Run 1, sequential cells grouped by signal name:
Scale bar: 50 um.
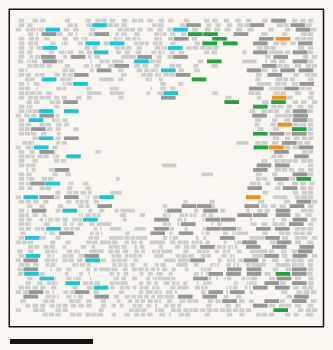
Run 1, cell density map:
19 x 19 tiles, from white (low) to dark blue (high), 0 to 100% covered.
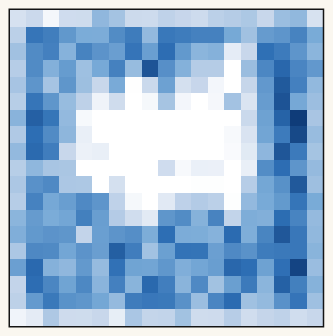
Run 1, placement by cell class:
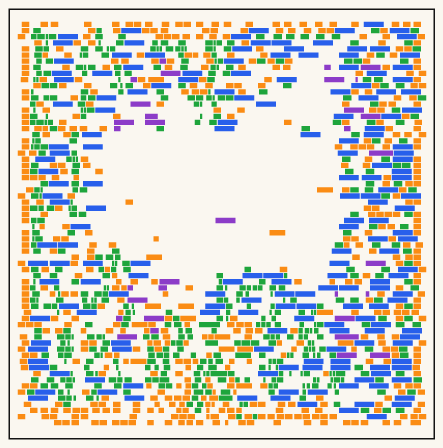
Run 1, cell placement:
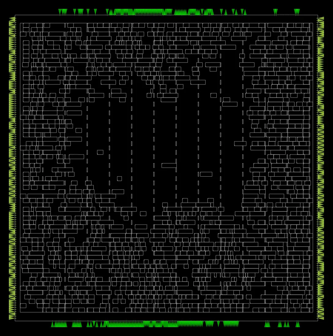
`src/rtl/operand_fetch_stage.sv`:
```
// ID->EX boundary: register file read, EX/MEM/WB operand forwarding, load-use
// hazard detection and the ID/EX pipeline register with a valid/ready handshake.
module operand_fetch_stage #(
    parameter int CTRL_W = 16,
    parameter int XLEN   = 32
) (
    input  logic              CLK,
    input  logic              RST_N,
    input  logic              id_valid,
    output logic              id_ready,
    input  logic [4:0]        id_rs1,
    input  logic [4:0]        id_rs2,
    input  logic              id_use_rs1,
    input  logic              id_use_rs2,
    input  logic [4:0]        id_rd,
    input  logic [XLEN-1:0]   id_pc,
    input  logic [XLEN-1:0]   id_imm,
    input  logic [CTRL_W-1:0] id_ctrl,
    output logic [4:0]        RR1,
    output logic [4:0]        RR2,
    input  logic [XLEN-1:0]   RD1,
    input  logic [XLEN-1:0]   RD2,
    input  logic              ex_fwd_we,
    input  logic [4:0]        ex_fwd_rd,
    input  logic [XLEN-1:0]   ex_fwd_data,
    input  logic              ex_is_load,
    input  logic              mem_fwd_we,
    input  logic [4:0]        mem_fwd_rd,
    input  logic [XLEN-1:0]   mem_fwd_data,
    input  logic              wb_we,
    input  logic [4:0]        wb_rd,
    input  logic [XLEN-1:0]   wb_data,
    input  logic              flush,
    output logic              ex_valid,
    input  logic              ex_ready,
    output logic [XLEN-1:0]   ex_op1,
    output logic [XLEN-1:0]   ex_op2,
    output logic [4:0]        ex_rd,
    output logic [XLEN-1:0]   ex_pc,
    output logic [XLEN-1:0]   ex_imm,
    output logic [CTRL_W-1:0] ex_ctrl,
    output logic [31:0]       stall_cnt
);

    logic [XLEN-1:0] op1_fwd;
    logic [XLEN-1:0] op2_fwd;
    logic            load_use;
    logic            capture;
    logic            stall;

    assign RR1 = id_rs1;
    assign RR2 = id_rs2;

    // The WB stage is bypassed because the register file only updates at the edge.
    function automatic logic [XLEN-1:0] fwd_sel(
        input logic [4:0]      rs,
        input logic [XLEN-1:0] rf_data,
        input logic            e_we,
        input logic [4:0]      e_rd,
        input logic [XLEN-1:0] e_data,
        input logic            m_we,
        input logic [4:0]      m_rd,
        input logic [XLEN-1:0] m_data,
        input logic            w_we,
        input logic [4:0]      w_rd,
        input logic [XLEN-1:0] w_data
    );
        if (rs == 5'd0)                return '0;
        else if (e_we && e_rd == rs)   return e_data;
        else if (m_we && m_rd == rs)   return m_data;
        else if (w_we && w_rd == rs)   return w_data;
        else                           return rf_data;
    endfunction

    always_comb begin
        op1_fwd = fwd_sel(id_rs1, RD1, ex_fwd_we, ex_fwd_rd, ex_fwd_data,
                          mem_fwd_we, mem_fwd_rd, mem_fwd_data, wb_we, wb_rd, wb_data);
        op2_fwd = fwd_sel(id_rs2, RD2, ex_fwd_we, ex_fwd_rd, ex_fwd_data,
                          mem_fwd_we, mem_fwd_rd, mem_fwd_data, wb_we, wb_rd, wb_data);
    end

    assign load_use = ex_is_load && ex_fwd_we && (ex_fwd_rd != 5'd0) &&
                      ((id_use_rs1 && id_rs1 == ex_fwd_rd) ||
                       (id_use_rs2 && id_rs2 == ex_fwd_rd));
    assign id_ready = flush || (!load_use && (!ex_valid || ex_ready));
    assign capture  = id_valid && id_ready && !flush;
    assign stall    = load_use && id_valid && !flush;

    always_ff @(posedge CLK or negedge RST_N) begin
        if (!RST_N) begin
            ex_valid  <= 1'b0;
            ex_op1    <= '0;
            ex_op2    <= '0;
            ex_rd     <= '0;
            ex_pc     <= '0;
            ex_imm    <= '0;
            ex_ctrl   <= '0;
            stall_cnt <= '0;
        end else begin
            if (flush) begin
                ex_valid <= 1'b0;
            end else if (capture) begin
                ex_valid <= 1'b1;
                ex_op1   <= op1_fwd;
                ex_op2   <= op2_fwd;
                ex_rd    <= id_rd;
                ex_pc    <= id_pc;
                ex_imm   <= id_imm;
                ex_ctrl  <= id_ctrl;
            end else if (ex_ready) begin
                // covers both the drain case and the bubble inserted on a stall
                ex_valid <= 1'b0;
            end
            if (stall && stall_cnt != '1)
                stall_cnt <= stall_cnt + 32'd1;
        end
    end

endmodule
```
`config.mk`:
```
export PLATFORM = sky130hd
export DESIGN_NAME = operand_fetch_stage
export DESIGN_NICKNAME = d
export VERILOG_FILES = /design/src/rtl/operand_fetch_stage.sv
export SDC_FILE = /design/constraint.sdc
export NUM_CORES = 1
export LEC_CHECK = 0
export CAP_MARGIN = 10
export CORE_AREA = 3 3 185 187
export DETAILED_ROUTE_END_ITERATION = 7
export DIE_AREA = 0 0 188 190
export PLACE_DENSITY = 0.61
export SYNTH_ARGS = -nofsm -noshare
export SYNTH_HDL_FRONTEND = slang
export SYNTH_SLANG_ARGS = --single-unit
```
`constraint.sdc`:
```
create_clock -name CLK -period 2.49 [get_ports CLK]
set_clock_uncertainty 0.05 [all_clocks]
set_input_delay 0.498 -clock CLK [delete_from_list [all_inputs] [get_ports CLK]]
set_output_delay 0.498 -clock CLK [all_outputs]
set_load 0.01 [all_outputs]
```
==> flow_summary.toml, run 1 <==
# flow metrics
[status]
outcome = "finished, final reports clean"

[synthesis]
common_cells = "dfrtp_1, nor2_1, mux2_2"
ys_types = 47
top_area_frac = 0.498
xor_share = 0.0585
synth-compound-area-share = 0.133
edf_count = 0
yosys.area.top_type = "dfrtp_1"
synthAdderAreaFrac = 0.00137
ys_area_um2 = 9140
syn_inst = 755
synth-async-reset-ratio = 1.00
ys_sh_mux = 0.175
ys_top_logic_family = "multiplexers"
ys_cells = 755
ys_ff = 182
ys_seq_frac = 0.498
syn_area_um2 = 9140
ys_sh_simple = 0.0865
most_common_cell = "dfrtp_1"
fp_nets = 1037
avgSynthCellArea_um2 = 12.1
area_leaders = "dfrtp_1, mux2_2, a221o_1"
ys.flop_type = "dfrtp_1"
yosysWarnings = 0

[route]
wl_met3_um = 3560
vias = 8366
remaining_drc_errors = 0
finalWirelength_um = 35800
met1_length_um = 13500
drt.antenna.violating_nets = 0
drt_iter0_markers = 357
routedWlPerCell_um = 21.0
viasPerCell = 4.90
first_pass_iters = 4
top_layer_used = "met5"
dr_wl_met2_um = 18000

[setup_path]
r2r-start = "stall_cnt[0]"
crit_path_cell_trace = "dlygate4sd2_1 -> xnor2_1 -> nand4_1 -> or3_4 -> and2_4 -> a21o_1 -> buf_2"
path_delay_family = "simple AND/OR/NAND/NOR gates"
critPathKind = "in -> out"
r2r-end = "stall_cnt[26]"
path_max_fanout = 2
start_kind = "input pin"
critPathLaunch = "id_rs1[1]"
crit_cells = 7
cp-end-kind = "output port"
r2r_cells = 8
endpoint = "id_ready"
r2r_slack_ns = 0.35
worstPathArrival_ns = 1.90
worst_ep_required_time_ns = 1.94
crit_path_max_incr_delay_ns = 0.39
cp_slowest_cell = "or3_4"
path_buffers = 2

[sta]
clock.fmax_mhz = 409
final.min_clock_period_ns = 2.45
drv_slew = 0
tightest_slew_ns = 0.473
hold_ws_ns = 0.432
hold_viol_final = 0
finalClockPeriodUsage = 0.982
fin_ws_ns = 0.0439
finalSetupViolations = 0
slew_headroom = 0.684
finalSetupTns_ns = 0
grt_setup_unrepaired = "yes"

[placement]
gp_congestion = 0.804
detailed_place_hpwl_um = 27500
pre_cts_slack_ns = -0.690
numPlacedInstances = 1672
port_buffers = 473
placed_area_um2 = 14700

[die]
die_y_um = 190
die_x_um = 188
dieArea_um2 = 35700
io_pins = 474

[cells_and_area]
fin_area_um2 = 15300
final_cells = 1707
drive_gt1_frac = 0.151
nets = 1532
lay_top_cells = "clkdlybuf4s50_1, dfrtp_1, nor2_1"
area_growth_pct = 67.9
final_common_cell = "clkdlybuf4s50_1"

[grt]
grtUsageMet1 = 0.215
grt_max_degree = 65
met2_usage = 0.349
track_usage = 0.197
grt-ovfl-total = 0
antenna_found_initial = 3
grt_pass1_vias = 8846
grt.busiest_layer = "met2"
met3_usage = 0.0833
grt_pass1_wl_um = 53900

[power]
power.density_nw_per_um2 = 584
seqPwrFrac = 0.405
switching_share = 0.275
total_power_uw = 8970
pg_clk_uw = 2790
p_leak_uw = 0.00611
p_comb_frac = 0.284
pg_comb_uw = 2540
maxPowerGroup = "sequential cells"
vdd_ir_drop_max_v = 0.000454
clock_power_share = 0.311
p_switching_uw = 2470
p_int_uw = 6500

[clock_network]
h-tree-depth = 4
cts_sinks = 182
clk_pin_slew_worst_paths_ns = 0.07
cts_buffers = 17
cts_tree = "done"
worstSkewPairLatency_ns = 0.44
cts-root-buf = "clkbuf_16"
clockBufferDepth = 2
cts_setup_buffers = 0

[run]
tool_warnings = 27
max_cap_viol_count = 0

[hold_path]
min_to = "ex_imm[29]"
hold_path.class = "reg -> reg"
hold_start = "ex_imm[29]"
min_path_cells = 1
-- 'sequential cells grouped by signal name' (at the start) --
orange -> ex_rd  # sequential cells 5
cyan -> ex_op2  # sequential cells 32
green -> ex_ctrl  # sequential cells 16
not coloured = 129
power in sequential cells: 3630 uW
flop share of the area: 0.297

-- 'cell density map' (at the start) --
nearly empty tiles = 13%
mean over tiles = 41%
emptiest ninth of the die = middle
tiles over 75% full = 6.9%
fullest tile = 95%
Final Core Density: 0.470
Pre-Place Util: 0.280

-- 'placement by cell class' (at the start) --
orange -> other buffers and delay cells  # cells 541, share of their area 37%
green -> all other logic  # cells 508, share of their area 29%
blue -> flip-flops  # cells 182, share of their area 31%
purple -> clock drivers and dummy loads  # cells 32, share of their area 4.0%
# rows: 66
core footprint: 32600 um^2

-- 'cell placement' (at the start) --
flip-flops: 182
Filler cells: 2997

[run 1: final cells by class]
cell class	count	area [um^2]	share of cell area
repair buffers	541	5400	0.352
flip-flops and latches	182	4550	0.297
multi-input cells	506	4220	0.275
well taps	442	553	0.0360
clock buffers	18	429	0.0280
clock inverters	14	169	0.0110
inverters	2	7.51	0.000489
diodes	2	5.00	0.000326
[run 1: registers in the layout, summed over array words and instances, names as in the netlist]
name       cells
ex_imm        32
ex_op1        32
ex_op2        32
stall_cnt     32
ex_valid       1
ex_rd          5
ex_pc         32
ex_ctrl       16
[run 1: what timing repair did]
action / in CTS / in global routing
gates resized: 35 / 6
endpoints found under the setup margin: 86 / 12
pin swaps: 8 / 1
hold buffers: 1 / 0
endpoints found under the hold margin: 43 / 0
==> run 2, diff against run 1 <==
--- a/config.mk
+++ b/config.mk
@@ -13,3 +13,4 @@
 export SYNTH_ARGS = -nofsm -noshare
 export SYNTH_HDL_FRONTEND = slang
 export SYNTH_SLANG_ARGS = --single-unit
+export TNS_END_PERCENT = 10
Run 2, placement by cell class:
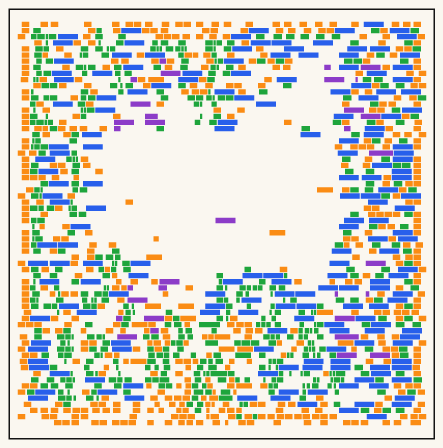
Layout Cell Area excl Fill: 15300 um^2

==> flow_summary.toml, run 2 <==
# flow metrics
[status]
outcome = "finished, final reports clean"

[cells_and_area]
nonClkBufAreaFrac = 0.352
inv_count = 2
area_growth_pct = 67.9
drive_gt1_frac = 0.151
nNonClkBuffers = 541
flops = 182
fillers = 2997
nClkBuffers = 18
comb_cells = 506
lay_top_cells = "clkdlybuf4s50_1, dfrtp_1, nor2_1"
n_antenna_cell = 2
clkCellAreaFrac = 0.0390
largest_class = "non-clock buffers"
final-seq-area_um2 = 4550

[grt]
met2_usage = 0.349
grtUsageMet1 = 0.215
grt_pass1_vias = 8846
antenna_found_initial = 3
met3_usage = 0.0833
grt_pass1_wl_um = 53900
track_usage = 0.197

[power]
p_int_uw = 6500
p_comb_frac = 0.284
clock_power_share = 0.311
power.density_nw_per_um2 = 584
total_power_uw = 8970
p_leak_uw = 0.00611
vdd_ir_drop_max_v = 0.000454

[synthesis]
yosys.area.top_type = "dfrtp_1"
ys_ff = 182
edf_count = 0
top_area_frac = 0.498
ys_seq_frac = 0.498
synth-async-reset-ratio = 1.00
area_leaders = "dfrtp_1, mux2_2, a221o_1"
ys_types = 47
ys_cells = 755
ys_area_um2 = 9140

[clock_network]
worstSkewPairLatency_ns = 0.44
cts_setup_buffers = 0
cts_buffers = 17
clockBufferDepth = 2
h-tree-depth = 4
hold_buffers = 1

[setup_path]
r2r-start = "stall_cnt[0]"
r2r_slack_ns = 0.35
cp-end-kind = "output port"
r2r-end = "stall_cnt[26]"
path_delay_family = "simple AND/OR/NAND/NOR gates"
path_buffers = 2
crit_path_cell_trace = "dlygate4sd2_1 -> xnor2_1 -> nand4_1 -> or3_4 -> and2_4 -> a21o_1 -> buf_2"
worstPathArrival_ns = 1.90
crit_path_max_incr_delay_ns = 0.39
start_kind = "input pin"
critPathKind = "in -> out"
r2r_cells = 8

[run]
tool_warnings = 27

[route]
wl_met3_um = 3560
dr_wl_met2_um = 18000
first_pass_iters = 4
remaining_drc_errors = 0
routedWlPerCell_um = 21.0
met1_length_um = 13500

[sta]
grt_setup_unrepaired = "yes"
final.min_clock_period_ns = 2.45
finalClockPeriodUsage = 0.982
finalSetupViolations = 0
fin_ws_ns = 0.0439
hold_viol_final = 0

[die]
fp-utilization = 0.280
die_y_um = 190
rows = 66
die_x_um = 188
io_pins = 474

[hold_path]
min_path_cells = 1
hold_start = "ex_imm[29]"
min_to = "ex_imm[29]"
hold_path.class = "reg -> reg"

[placement]
detailed_place_hpwl_um = 27500
Run 2, cell placement:
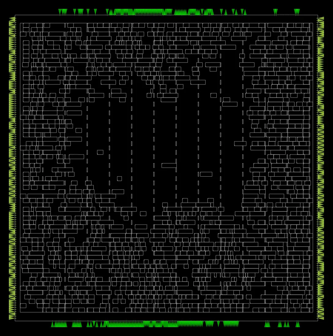
Tap Count: 442
Non-Filler Instances: 1707

[run 2: cell counts in the layout (fill, tap and decap cells not counted)]
No cell type changed its count.
[run 2: stage by stage]
stage               utilization  hold slack [ns]  cells  TNS [ns]
floorplan                     -            0.152    755         0
global placement          0.452            0.416   1672    -78.83
detailed placement        0.452            0.414   1672    -81.87
CTS                       0.470            0.440   1705         0
global route              0.470            0.460   1706   -0.0121
finish                    0.470            0.432   1707         0
[run 2: cell families (layout without fill, tap and decap cells)]
logic type,Yosys count,after routing,share of synthesized area
DFF,182,182,0.498
and+or+nand+nor,157,157,0.0865
muxes,149,149,0.175
AOI/OAI and AO/OA,138,138,0.133
buffers and inverters,67,575,0.0471
xor gates and xnor gates,61,61,0.0585
adders and majority gates,1,1,0.00137
other,0,2,0
==> run 3, diff against run 2 <==
==> constraint.sdc (replaced) <==
create_clock -name CLK -period 2.49 [get_ports CLK]
set_clock_uncertainty 0.05 [all_clocks]
set_input_delay 0.3735 -clock CLK [delete_from_list [all_inputs] [get_ports CLK]]
set_output_delay 0.3735 -clock CLK [all_outputs]
set_load 0.01 [all_outputs]
Run 3, placement by cell class:
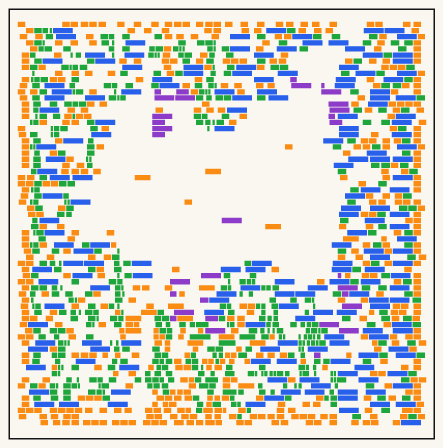
flop share of the area: 0.297
Layout Cell Area excl Fill: 15300 um^2

==> flow_summary.toml, run 3 <==
# flow metrics
[placement]
gp_congestion = 0.819

[cells_and_area]
nets = 1527
flops = 182
nNonClkBuffers = 536
comb_area_frac = 0.275
clkCellAreaFrac = 0.0385
lay_top_cells = "clkdlybuf4s50_1, dfrtp_1, nor2_1"
final_common_cell = "clkdlybuf4s50_1"

[grt]
grt_max_degree = 65
grt.busiest_layer = "met2"
grtUsageMet1 = 0.220
antenna_found_initial = 5
track_usage = 0.198
grt_pass1_wl_um = 54500

[sta]
final.min_clock_period_ns = 2.40
drv_slew = 0
hold_viol_final = 0
finalSetupTns_ns = 0

[synthesis]
synth-async-reset-ratio = 1.00
ys.flop_type = "dfrtp_1"
syn_inst = 755
synthAdderAreaFrac = 0.00137
ys_cells = 755
ys_top_logic_family = "multiplexers"
most_common_cell = "dfrtp_1"
ys_types = 47
top_area_frac = 0.498
common_cells = "dfrtp_1, nor2_1, mux2_2"
avgSynthCellArea_um2 = 12.1

[route]
finalWirelength_um = 36000
dr_wl_met2_um = 18200
routedWlPerCell_um = 21.2
drt_iter0_markers = 286
drt.antenna.violating_nets = 0
wl_met3_um = 3340
first_pass_iters = 4

[setup_path]
worstPathArrival_ns = 1.98
r2r-start = "stall_cnt[0]"
cp-end-kind = "output port"
critPathKind = "in -> out"
endpoint = "id_ready"
start_kind = "input pin"

[power]
p_int_uw = 6340
vdd_ir_drop_max_v = 0.000432
p_comb_frac = 0.288
p_switching_uw = 2550
total_power_uw = 8890
switching_share = 0.287
p_leak_uw = 0.00609

[status]
outcome = "finished, final reports clean"

[clock_network]
worstSkewPairLatency_ns = 0.42
cts_sinks = 182
clk_pin_slew_worst_paths_ns = 0.08
cts_tree = "done"
cts-root-buf = "clkbuf_16"
cts_resized = 9
clockBufferDepth = 2

[die]
die_x_um = 188
die_y_um = 190
io_pins = 474

[hold_path]
hold_path.class = "in -> async"

[run]
max_cap_viol_count = 0
Run 3, cell placement:
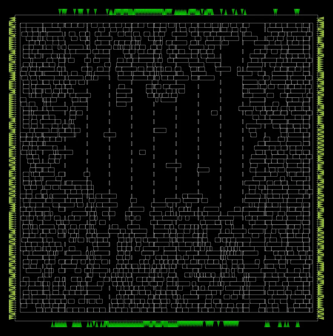
Non-Filler Instances: 1703
Final Core Density: 0.470
Filler cells: 3015

-- run 3: cell count changes in the layout (fill, tap and decap cells not counted), moves of 3 or more --
| cell | delta |
|---|---|
| dlygate4sd2_1 | -7 |
| buf_4 | -3 |
| buf_2 | -3 |
| clkinv_8 | +4 |
| dlymetal6s2s_1 | +3 |
| clkdlybuf4s50_1 | +10 |
-- run 3: power by group through the flow --
stage               combinational (uW)  clock [uW]  sequential, uW
finish                            2560        2700            3630
CTS                               2590        2800            3630
floorplan                          652           0            3870
global placement                  2560           0            3680
global route                      2720        2920            3690
detailed placement                2590           0            3680
-- run 3: kinds of logic after synthesis --
| kind of cell | after synthesis |
|---|---|
| buf+inv | 67 |
| flops | 182 |
| xor+xnor | 61 |
| compound gates | 138 |
| simple gates | 157 |
| mux | 149 |
| fa+ha+maj | 1 |
No activity file was given, so power comes from the tool's default toggle rates.
